[src/rtl/pc_seq_pkg.sv]
// Shared constants and types for the pc_sequencer block: FSM state codes,
// PC update selects and default geometry.
package pc_seq_pkg;

    localparam int PC_W_DEFAULT     = 5;
    localparam int RESET_PC_DEFAULT = 0;

    typedef logic [1:0] pc_state_t;

    localparam pc_state_t ST_BOOT  = 2'd0;
    localparam pc_state_t ST_RUN   = 2'd1;
    localparam pc_state_t ST_FLUSH = 2'd2;
    localparam pc_state_t ST_HALT  = 2'd3;

    typedef enum logic [1:0] {
        PC_HOLD = 2'd0,
        PC_INC  = 2'd1,
        PC_LOAD = 2'd2
    } pc_sel_e;

endpackage

[src/rtl/pc_sequencer_if.sv]
// Bundle between the jump unit / decode side and pc_sequencer.
// redirect_count exists only when PC_SEQ_REDIRECT_COUNT_EN is defined.
interface pc_sequencer_if
    import pc_seq_pkg::*;
#(
    parameter int PC_W = PC_W_DEFAULT
);

    logic            jump_valid;
    logic            jump_taken;
    logic [PC_W-1:0] jump_target;
    logic            link;
    logic [PC_W-1:0] ra_in;
    logic            halt_req;
    logic            resume;
    logic            fetch_ready;

    logic [PC_W-1:0] pc;
    logic            fetch_valid;
    logic [PC_W-1:0] ra_value;
    logic            halted;
`ifdef PC_SEQ_REDIRECT_COUNT_EN
    logic [7:0]      redirect_count;
`endif

    modport master (
        output jump_valid, jump_taken, jump_target, link, ra_in,
               halt_req, resume, fetch_ready,
        input  pc, fetch_valid, ra_value, halted
`ifdef PC_SEQ_REDIRECT_COUNT_EN
        , input redirect_count
`endif
    );

    modport slave (
        input  jump_valid, jump_taken, jump_target, link, ra_in,
               halt_req, resume, fetch_ready,
        output pc, fetch_valid, ra_value, halted
`ifdef PC_SEQ_REDIRECT_COUNT_EN
        , output redirect_count
`endif
    );

endinterface

[src/rtl/pc_seq_ctrl.sv]
// Sequencer state machine: BOOT/RUN/FLUSH/HALT, producing the PC update
// select, RA write enable, accepted-redirect strobe and state-decoded outputs.
module pc_seq_ctrl
    import pc_seq_pkg::*;
(
    input  logic    clk,
    input  logic    rst_n,
    input  logic    jump_valid,
    input  logic    jump_taken,
    input  logic    link,
    input  logic    halt_req,
    input  logic    resume,
    input  logic    fetch_ready,
    output pc_sel_e pc_sel,
    output logic    ra_we,
    output logic    redirect_acc,
    output logic    fetch_valid,
    output logic    halted
);

    pc_state_t state_q, state_d;
    logic      redirect;
    logic      active;

    assign redirect     = jump_valid & jump_taken;
    assign active       = (state_q == ST_RUN) || (state_q == ST_FLUSH);
    assign redirect_acc = active & redirect;
    assign ra_we        = redirect_acc & link;

    // Outputs decode from the state register only, so no input reaches them combinationally.
    assign fetch_valid  = (state_q == ST_RUN);
    assign halted       = (state_q == ST_HALT);

    always_comb begin
        // NOTE: defaults first so every path assigns both outputs and no latch is inferred.
        state_d = state_q;
        pc_sel  = PC_HOLD;
        case (state_q)
            ST_BOOT: state_d = ST_RUN;
            ST_RUN, ST_FLUSH: begin
                if (redirect) begin
                    pc_sel = PC_LOAD;
                end else if (fetch_valid && fetch_ready && !halt_req) begin
                    pc_sel = PC_INC;
                end
                if (halt_req) begin
                    state_d = ST_HALT;
                end else if (redirect) begin
                    state_d = ST_FLUSH;
                end else begin
                    state_d = ST_RUN;
                end
            end
            ST_HALT: begin
                if (resume && !halt_req) begin
                    state_d = ST_RUN;
                end
            end
            default: state_d = ST_BOOT;
        endcase
    end

    always_ff @(posedge clk or negedge rst_n) begin
        if (!rst_n) begin
            state_q <= ST_BOOT;
        end else begin
            // NOTE: non-blocking so every flop samples pre-edge values.
            state_q <= state_d;
        end
    end

endmodule

[src/rtl/pc_sequencer.sv]
// Program-counter / return-address stage downstream of the jump unit.
// Optional feature macro: PC_SEQ_REDIRECT_COUNT_EN (saturating redirect counter).
module pc_sequencer
    import pc_seq_pkg::*;
#(
    parameter int PC_W     = PC_W_DEFAULT,
    parameter int RESET_PC = RESET_PC_DEFAULT
) (
    input logic           clk,
    input logic           rst_n,
    pc_sequencer_if.slave bus
);

    localparam logic [PC_W-1:0] RESET_PC_V = PC_W'(RESET_PC);

    pc_sel_e         pc_sel;
    logic            ra_we;
    logic            redirect_acc;
    logic [PC_W-1:0] pc_q, pc_d;
    logic [PC_W-1:0] ra_q, ra_d;

    pc_seq_ctrl u_ctrl (
        .clk          (clk),
        .rst_n        (rst_n),
        .jump_valid   (bus.jump_valid),
        .jump_taken   (bus.jump_taken),
        .link         (bus.link),
        .halt_req     (bus.halt_req),
        .resume       (bus.resume),
        .fetch_ready  (bus.fetch_ready),
        .pc_sel       (pc_sel),
        .ra_we        (ra_we),
        .redirect_acc (redirect_acc),
        .fetch_valid  (bus.fetch_valid),
        .halted       (bus.halted)
    );

    always_comb begin
        pc_d = pc_q;
        case (pc_sel)
            PC_LOAD: pc_d = bus.jump_target;
            PC_INC:  pc_d = pc_q + PC_W'(1);
            default: pc_d = pc_q;
        endcase
    end

    assign ra_d = ra_we ? bus.ra_in : ra_q;

    always_ff @(posedge clk or negedge rst_n) begin
        if (!rst_n) begin
            pc_q <= RESET_PC_V;
            ra_q <= '0;
        end else begin
            pc_q <= pc_d;
            ra_q <= ra_d;
        end
    end

    assign bus.pc       = pc_q;
    assign bus.ra_value = ra_q;

`ifdef PC_SEQ_REDIRECT_COUNT_EN
    logic [7:0] cnt_q, cnt_d;

    // redirect_acc is never high in HALT, so the count freezes there naturally.
    assign cnt_d = (redirect_acc && (cnt_q != 8'hFF)) ? cnt_q + 8'd1 : cnt_q;

    always_ff @(posedge clk or negedge rst_n) begin
        if (!rst_n) begin
            cnt_q <= '0;
        end else begin
            cnt_q <= cnt_d;
        end
    end

    assign bus.redirect_count = cnt_q;
`endif

endmodule

[src/flat_wrapper.sv]
// flat-port wrapper written by rule: the top's interface ports become plain ports
module pc_sequencer_flat import pc_seq_pkg::*;
#(
    parameter int PC_W     = PC_W_DEFAULT,
    parameter int RESET_PC = RESET_PC_DEFAULT
)
  (clk, rst_n, bus_jump_valid, bus_jump_taken, bus_jump_target, bus_link, bus_ra_in, bus_halt_req, bus_resume, bus_fetch_ready, bus_pc, bus_fetch_valid, bus_ra_value, bus_halted);
  pc_sequencer_if #(.PC_W(PC_W)) bus_i ();
  input logic clk;
  input logic rst_n;
  input wire logic [$bits(bus_i.jump_valid)-1:0] bus_jump_valid;
  input wire logic [$bits(bus_i.jump_taken)-1:0] bus_jump_taken;
  input wire logic [$bits(bus_i.jump_target)-1:0] bus_jump_target;
  input wire logic [$bits(bus_i.link)-1:0] bus_link;
  input wire logic [$bits(bus_i.ra_in)-1:0] bus_ra_in;
  input wire logic [$bits(bus_i.halt_req)-1:0] bus_halt_req;
  input wire logic [$bits(bus_i.resume)-1:0] bus_resume;
  input wire logic [$bits(bus_i.fetch_ready)-1:0] bus_fetch_ready;
  output wire logic [$bits(bus_i.pc)-1:0] bus_pc;
  output wire logic [$bits(bus_i.fetch_valid)-1:0] bus_fetch_valid;
  output wire logic [$bits(bus_i.ra_value)-1:0] bus_ra_value;
  output wire logic [$bits(bus_i.halted)-1:0] bus_halted;
  assign bus_i.jump_valid = bus_jump_valid;
  assign bus_i.jump_taken = bus_jump_taken;
  assign bus_i.jump_target = bus_jump_target;
  assign bus_i.link = bus_link;
  assign bus_i.ra_in = bus_ra_in;
  assign bus_i.halt_req = bus_halt_req;
  assign bus_i.resume = bus_resume;
  assign bus_i.fetch_ready = bus_fetch_ready;
  assign bus_pc = bus_i.pc;
  assign bus_fetch_valid = bus_i.fetch_valid;
  assign bus_ra_value = bus_i.ra_value;
  assign bus_halted = bus_i.halted;
  pc_sequencer #(.PC_W(PC_W), .RESET_PC(RESET_PC)) u_core (.clk(clk), .rst_n(rst_n), .bus(bus_i));
endmodule
[config.mk]
export PLATFORM = sky130hd
export DESIGN_NAME = pc_sequencer_flat
export DESIGN_NICKNAME = d
export VERILOG_FILES = /design/src/rtl/pc_seq_pkg.sv /design/src/rtl/pc_sequencer_if.sv /design/src/rtl/pc_seq_ctrl.sv /design/src/rtl/pc_sequencer.sv /design/src/flat_wrapper.sv
export SDC_FILE = /design/constraint.sdc
export NUM_CORES = 1
export LEC_CHECK = 0
export ABC_AREA = 1
export CAP_MARGIN = 10
export CORE_UTILIZATION = 41
export DETAILED_ROUTE_END_ITERATION = 16
export GPL_TIMING_DRIVEN = 0
export PLACE_DENSITY_LB_ADDON = 0.15
export SLEW_MARGIN = 20
export SYNTH_ARGS = -nofsm -noshare
export SYNTH_HDL_FRONTEND = slang
export SYNTH_SLANG_ARGS = --single-unit
[constraint.sdc]
create_clock -name clk -period 2.2 [get_ports clk]
set_clock_uncertainty 0.2 [all_clocks]
set_input_delay 0.55 -clock clk [delete_from_list [all_inputs] [get_ports clk]]
set_output_delay 0.55 -clock clk [all_outputs]
set_load 0.01 [all_outputs]
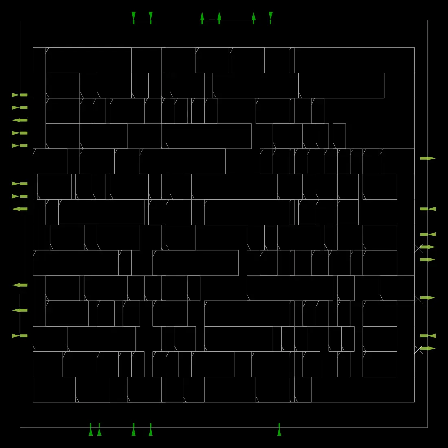
placed.png
tap cells: 16
share of the final layout cell area in sequential cells: 0.282
number of cell rows: 14

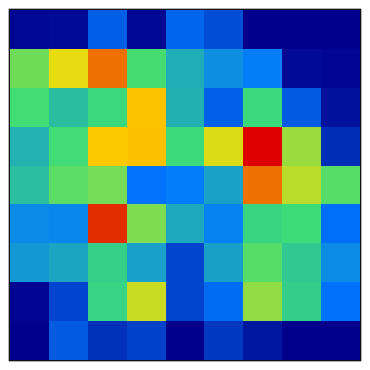
route_heat.png
Scale: 8 px per um. 9 x 9 tiles, from dark blue (low) to red (high), scaled to the fullest tile. Values are wire area over tile area, all layers added.
nearly empty tiles = 14%
emptiest ninth of the die = north-east
fullest tile = 0.34
mean over tiles = 0.12
tiles over half the peak = 27%
GRT Resource Usage Total: 0.183
via count: 671
detailed-route wire length: 1370 um

==> run summary <==
ys cells -> 87
hold violation count in the final report -> 0
Antenna Cells -> 0
utilization after layout -> 0.682
peak ir drop on the vdd network -> 0.715 mV
total of fill cells in the finished design -> 134
CTS tree -> yes
top area contributor share -> 0.420
cell count after synthesis -> 87
largest cells by area after synthesis -> sky130_fd_sc_hd__dfrtp_1, sky130_fd_sc_hd__nand2_1, sky130_fd_sc_hd__nand3_1
DR pass1 iterations -> 10
total of warnings raised by yosys -> 0
Finished Cell Area -> 1060 sq um
startpoint type of the worst setup path -> flop
Setup crit end -> bus_halted
yosys stat area -> 714 sq um
Max-Cap Viols -> 0
H-tree level count -> 1
number of synthesized register bits -> 12
final HPWL from detailed placement -> 1070 um
I/O Buffers -> 29
count of final max-slew check failures -> 0
starting density of the core -> 0.458
Via density -> 4.93
tightest slew margin relative to the limit -> 0.657
Worst setup EP type -> output pin
number of cells on the worst hold path -> 2
DR WL/cell -> 10.1 um
net total in the final layout -> 143
setup repair after global routing missed its margin -> false
worst-case hold slack -> 0.280 ns
worst hold path type -> reg -> reg
number of clock sinks -> 12
worst setup path start -> u_core.u_ctrl.state_q[0]
core outline area -> 1560 sq um
Hold Crit Endpoint -> u_core.bus.ra_value[1]
FMAX -> 468 MHz
vertical die size -> 43.7 um
OpenROAD warning count -> 27
global-route wire length before repair -> 2530 um
number of setup violations in the final report -> 0
number of distinct library cells after synthesis -> 19
CTS Hold Buffers Added -> 0
Crit path required time -> 1.45 ns
number of placed instances with taps included -> 132
Final Cycle Share -> 0.971
number of remaining DRC errors -> 3
status -> complete, but fails checks
net count after synthesis -> 109
clock root buffer master -> sky130_fd_sc_hd__clkbuf_4
Total Neg Setup Slack -> 0 ns
post-place instance area -> 1020 sq um
minimum period implied by the final worst setup slack -> 2.14 ns
actual transition at the worst max-transition pin -> 0.513 ns
static leakage power -> 0.512 nW
Tot Pwr -> 1.24 mW
Area growth syn-to-layout -> 48.9%
setup slack after layout -> 0.0647 ns
CTS clk-pin slew, worst paths -> 0.08 ns
type of the setup path with the least slack -> reg -> out
portion of the post-synthesis area used by sequential elements -> 0.420
arrival time at the worst endpoint -> 1.39 ns
count of boundary I/O pins -> 30
Mapped Avg Cell Area -> 8.21 sq um
pwr/cell area -> 1170 nW/um^2
worst-skew pair later-pin latency -> 0.27 ns
violated checks -> design-rule violations
post-detailed-route count of antenna-violating nets -> 0
pin count of the biggest net entering global routing -> 13
fraction of final layout cells sized beyond drive strength 1 -> 0.133
maximum fanout along the worst path -> 3
Die Width -> 43.7 um
placer's final routability congestion estimate -> 0.793
critical path, stage by stage, from the launching register on:
cell,delay [ns]
sky130_fd_sc_hd__dfrtp_1,0.41
sky130_fd_sc_hd__ha_1,0.23
sky130_fd_sc_hd__clkdlybuf4s50_1,0.48
cell usage after synthesis:
cell                      number
sky130_fd_sc_hd__o21ai_0       1
sky130_fd_sc_hd__o21ai_1       2
sky130_fd_sc_hd__nor2_1        7
sky130_fd_sc_hd__nor2_2        2
sky130_fd_sc_hd__nand2_2       1
sky130_fd_sc_hd__a21oi_1       4
sky130_fd_sc_hd__inv_2         1
sky130_fd_sc_hd__inv_4         2
sky130_fd_sc_hd__nand2_1      26
sky130_fd_sc_hd__inv_1         6
sky130_fd_sc_hd__a21oi_2       2
sky130_fd_sc_hd__nand4_1       2
sky130_fd_sc_hd__buf_12        1
sky130_fd_sc_hd__nor2_8        1
sky130_fd_sc_hd__nand3_1      11
sky130_fd_sc_hd__buf_6         1
sky130_fd_sc_hd__nand2_4       1
sky130_fd_sc_hd__dfrtp_1      12
sky130_fd_sc_hd__ha_1          4
cell usage in the layout (no fill, tap or decap), drive strengths merged:
master	instances
clkdlybuf4s50	28
nand2	28
dfrtp	12
nand3	11
nor2	10
inv	9
a21oi	6
ha	4
clkbuf	4
o21ai	3
nand4	2
buf	2
dlymetal6s2s	1
layout make-up:
cell class	count	area (sq um)	share of cell area
sequential	12	300	0.282
inverter	9	38.8	0.0365
timing repair buffer	29	293	0.275
buffer	2	31.3	0.0294
tap	16	20.0	0.0188
clock buffer	4	36.3	0.0341
multi-input combinational	64	344	0.324
flip-flops by register name, indices dropped and copies added (netlist names):
name,flops
u_core.bus.pc,5
u_core.bus.ra_value,5
u_core.u_ctrl.state_q,2
cells by family after synthesis:
| group | Yosys count | synth area share |
|---|---|---|
| adder cells (fa/ha/maj) | 4 | 0.0701 |
| AND/OR/NAND/NOR | 51 | 0.338 |
| AND-OR/OR-AND | 9 | 0.0736 |
| flip-flops | 12 | 0.420 |
| buffers and inverters | 11 | 0.0981 |
per-layer routing:
layer  GRT usage  wire, um  share of wire  up-vias
met5           0         0              0        -
met4      0.0563        13         0.0095        0
met3      0.0667       112          0.082        2
met2       0.290       660           0.48       24
met1       0.233       583           0.43      297
li1            -         -              -      348
where the power goes:
part           switching (mW)  total [mW]  internal [mW]  leakage (nW)
Clock                  0.0721       0.173          0.100        0.0210
Sequential             0.0896       0.411          0.321         0.142
Combinational           0.302       0.657          0.355         0.350
timing repair:
| item | 4_1_cts | 5_1_grt |
|---|---|---|
| endpoints found under the hold margin | 0 | 0 |
| endpoints found under the setup margin | 0 | 1 |
| setup buffers | 0 | 0 |
| gates resized | 0 | 1 |
Power is estimated from default activity; no workload was simulated.
